### src/rtl/exe_branch_unit.sv
// EXE-stage branch unit: resolves taken branches, computes the registered
// branch target, drives the IF/ID + ID/EX flush window, keeps the NZCV
// status register and a saturating count of taken branches.
module exe_branch_unit #(
    parameter int unsigned FLUSH_CYCLES = 2
) (
    input  logic        clk,
    input  logic        rst,
    input  logic        freeze,
    input  logic        B,
    input  logic        S,
    input  logic [31:0] PC,
    input  logic [23:0] signed_imm_24,
    input  logic [3:0]  alu_sr,
    output logic        branch_taken,
    output logic [31:0] branch_addr,
    output logic        flush,
    output logic [3:0]  SR,
    output logic [15:0] branch_count
);

    localparam logic [0:0] IDLE  = 1'b0;
    localparam logic [0:0] FLUSH = 1'b1;

    localparam logic [1:0] FLUSH_LAST = 2'(FLUSH_CYCLES - 1);

    logic [0:0]  state;
    logic [1:0]  flush_cnt;
    logic        accept;
    logic        sr_load;
    logic [31:0] target;

    assign accept  = (state == IDLE) && B && !freeze;
    assign sr_load = (state == IDLE) && S && !freeze;

    // Word offset sign-extended and scaled to bytes; sum wraps modulo 2^32.
    assign target = PC + {{6{signed_imm_24[23]}}, signed_imm_24, 2'b00};

    // Flush is a pure function of state, so it naturally holds during freeze.
    assign flush = (state == FLUSH);

    // FSM and flush-window counter; B is ignored while flushing.
    always_ff @(posedge clk) begin
        if (rst) begin
            state     <= IDLE;
            flush_cnt <= '0;
        end else if (!freeze) begin
            case (state)
                IDLE: begin
                    if (B) begin
                        state     <= FLUSH;
                        flush_cnt <= FLUSH_LAST;
                    end
                end
                FLUSH: begin
                    if (flush_cnt == '0) begin
                        state <= IDLE;
                    end else begin
                        flush_cnt <= flush_cnt - 2'd1;
                    end
                end
                default: begin
                    state     <= IDLE;
                    flush_cnt <= '0;
                end
            endcase
        end
    end

    // Branch target and one-cycle taken pulse; a frozen cycle never re-arms the pulse.
    always_ff @(posedge clk) begin
        if (rst) begin
            branch_taken <= 1'b0;
            branch_addr  <= '0;
        end else begin
            branch_taken <= accept;
            if (accept) begin
                branch_addr <= target;
            end
        end
    end

    // Status register loads from the ALU only in unfrozen IDLE cycles.
    always_ff @(posedge clk) begin
        if (rst) begin
            SR <= '0;
        end else if (sr_load) begin
            SR <= alu_sr;
        end
    end

    // Saturating taken-branch counter.
    always_ff @(posedge clk) begin
        if (rst) begin
            branch_count <= '0;
        end else if (accept && (branch_count != '1)) begin
            branch_count <= branch_count + 16'd1;
        end
    end

endmodule
### config.mk
export PLATFORM = sky130hd
export DESIGN_NAME = exe_branch_unit
export DESIGN_NICKNAME = d
export VERILOG_FILES = /design/src/rtl/exe_branch_unit.sv
export SDC_FILE = /design/constraint.sdc
export NUM_CORES = 1
export LEC_CHECK = 0
export CAP_MARGIN = 10
export CORE_UTILIZATION = 44
export CTS_BUF_LIST = sky130_fd_sc_hd__clkbuf_4 sky130_fd_sc_hd__clkbuf_8
export CTS_CLUSTER_DIAMETER = 120
export CTS_CLUSTER_SIZE = 12
export DETAILED_ROUTE_END_ITERATION = 16
export GPL_ROUTABILITY_DRIVEN = 0
export GPL_TIMING_DRIVEN = 0
export PLACE_DENSITY_LB_ADDON = 0.12
export SLEW_MARGIN = 25
export SYNTH_ARGS = -nofsm -noshare
export SYNTH_HDL_FRONTEND = slang
export SYNTH_SLANG_ARGS = --single-unit
### constraint.sdc
create_clock -name clk -period 2.6 [get_ports clk]
set_clock_uncertainty 0.1 [all_clocks]
set_input_delay 0.52 -clock clk [delete_from_list [all_inputs] [get_ports clk]]
set_output_delay 0.52 -clock clk [all_outputs]
set_load 0.005 [all_outputs]
**Cells by drive strength**

Bar = 20 µm.
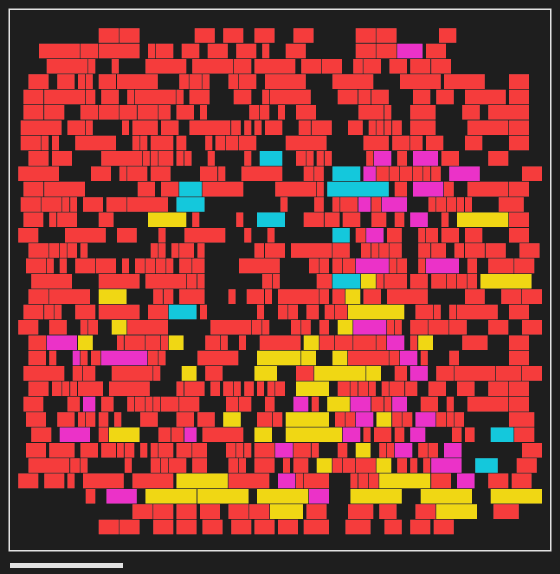
Key: magenta = drive 2 [cells 37]; cyan = drive 6 and up [cells 11]; red = drive 1 or less [cells 530]; yellow = drive 3 to 4 [cells 41]

**Track usage over the die**

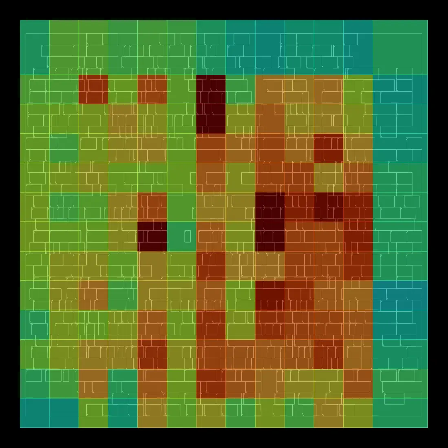
GRT busiest layer: met2
met2 GRT Util: 0.442
wire per inst: 16.0 µm
total routing usage reported by global routing: 0.246

==> Changelog: implementation <==
## Implementation

* Late-Pin Clk Latency at 320 ps
* Category of the worst setup path capture point: flip-flop
* Area of all placed cells without fillers at 0.00571 mm²
* Sequential cells at 56
* Number of clock sinks at 56
* Share of the synthesized area in the top cell type at 0.291
* Maximum single-stage delay on the critical path at 460 ps
* Total overflow reported by the global router at 0
* Count of clock buffers in the final design at 6
* Area used by sequential logic in the layout at 0.00112 mm²
* Most frequent cells after synthesis: sky130_fd_sc_hd__nand2_1, sky130_fd_sc_hd__dfxtp_1, sky130_fd_sc_hd__nor2_1, sky130_fd_sc_hd__a21oi_1, sky130_fd_sc_hd__o21ai_0
* Dominant flop cell: sky130_fd_sc_hd__dfxtp_1
* Min setup slack post-route at 11.1 ps
* Slew Limit Fails at 0
* Post-Route M1 WL at 4.94 mm
* Top class by area: combinational gates
* Syn_area_per_cell at 8.02 µm²
* Number of buffer and inverter instances along the worst setup path at 1
* Post-synthesis cell type with the largest instance count: sky130_fd_sc_hd__nand2_1
* Buffers added on ports at 116
* Cell chosen for the clock root: sky130_fd_sc_hd__clkbuf_8
* Cells along the critical path: clkdlybuf4s50_1 > ha_4 > nand2_2 > a2111o_1 > nand4_1 > a41oi_2 > or3_1 > a32o_1
* Diodes inserted at 0
* Category of cells accounting for the largest share of critical-path delay: AND-OR/OR-AND gates
* Slew margin rel. at 0.442
* Net switching power figure at 0.795 mW
* Final count of negative-setup-slack endpoints at 0
* Syn nets at 578
* Fraction of area in clock buffers and inverters at 0.0202
* Fraction of power spent switching nets at 0.322
* Biggest consumer: sequential cells
* Reg-to-Reg End: branch_count[12]$_SDFFE_PP0P_
* Total cell area reported by yosys after synthesis at 0.00386 mm²
* Count of warnings emitted by yosys at 0
* Core utilization at floorplan at 0.463
* Leading registers by flop count: branch_addr: 32 flops, branch_count: 16 flops, SR: 4 flops
* Cells resized by post-CTS repair at 35
* Dominant kind of combinational cell: AND-OR/OR-AND gates
* Hold path startpoint: branch_addr[14]$_SDFFE_PP0P_
* Hold worst-path end: branch_addr[14]$_SDFFE_PP0P_
* Run status: completed
* FF-to-FF Start: flush$_SDFFE_PP0N_
* Maximum clock frequency at 386 MHz
* Worst Setup Slack post-DPL at -681 ps
* Length in cells of the worst reg-to-reg path at 7
* Well-Tap Cells at 105
* Non-clock buffering overhead at 0.239
* Total of max-cap violations at 0
* Violation tally from detailed-route iteration zero at 218
* Slowest stage cell, crit path: sky130_fd_sc_hd__clkdlybuf4s50_1
* Logic depth of the worst path, buffers included at 8
* Post-detailed-placement cell area at 0.00516 mm²
* Clock share of power at 0.248
* Largest Register: branch_addr
* Number of distinct library cells after synthesis at 60
* Highest metal layer with signal wires: met4
* Gate count after technology mapping at 481
* Hold bufs inserted after CTS at 0
* Critical path required time at 2720 ps
* Layout overhead on the synthesized area at 47.9%
* Std-Cell Core Area at 0.00834 mm²
* Worst Path Max Fanout at 7
* Post-Syn Area at 0.00386 mm²
* Async SR Flop Fraction at 0
* Top cells by area: sky130_fd_sc_hd__dfxtp_1, sky130_fd_sc_hd__ha_1, sky130_fd_sc_hd__a21oi_1
* Pin count of the biggest net entering global routing at 18
* Hold Path Stages at 2
* NumNets Final at 715
* Seq pwr at 0.932 mW
* Power attributed to combinational cells at 0.924 mW
* Yosys aoi share at 0.252
* Layout cell share with drive strength beyond 1 at 0.144
* Shortest clock period the worst path allows after layout at 2590 ps
* Die footprint at 0.00915 mm²
* Post-layout power at 2.47 mW
* Number of ordinary inverters in the final layout at 9
* Final Hold Violating Endpoints at 0
* TritonCTS clock tree: built
* Synth area leader: sky130_fd_sc_hd__dfxtp_1
* Met2 layer wire length in the routed design at 5.67 mm
* Fin util at 0.684
* R2R Setup Slk at 510 ps
**Signal wires on met1**

Bar = 20 µm. Supply wires on this layer in gray.
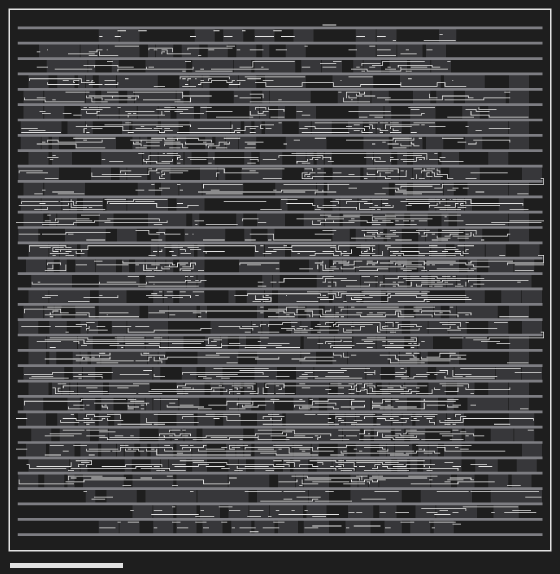
The wires run mostly horizontal. The longest straight run is 29.7 µm.
DR vias: 4168
met1 track utilization from global routing: 0.301

No activity file was given, so power comes from the tool's default toggle rates.
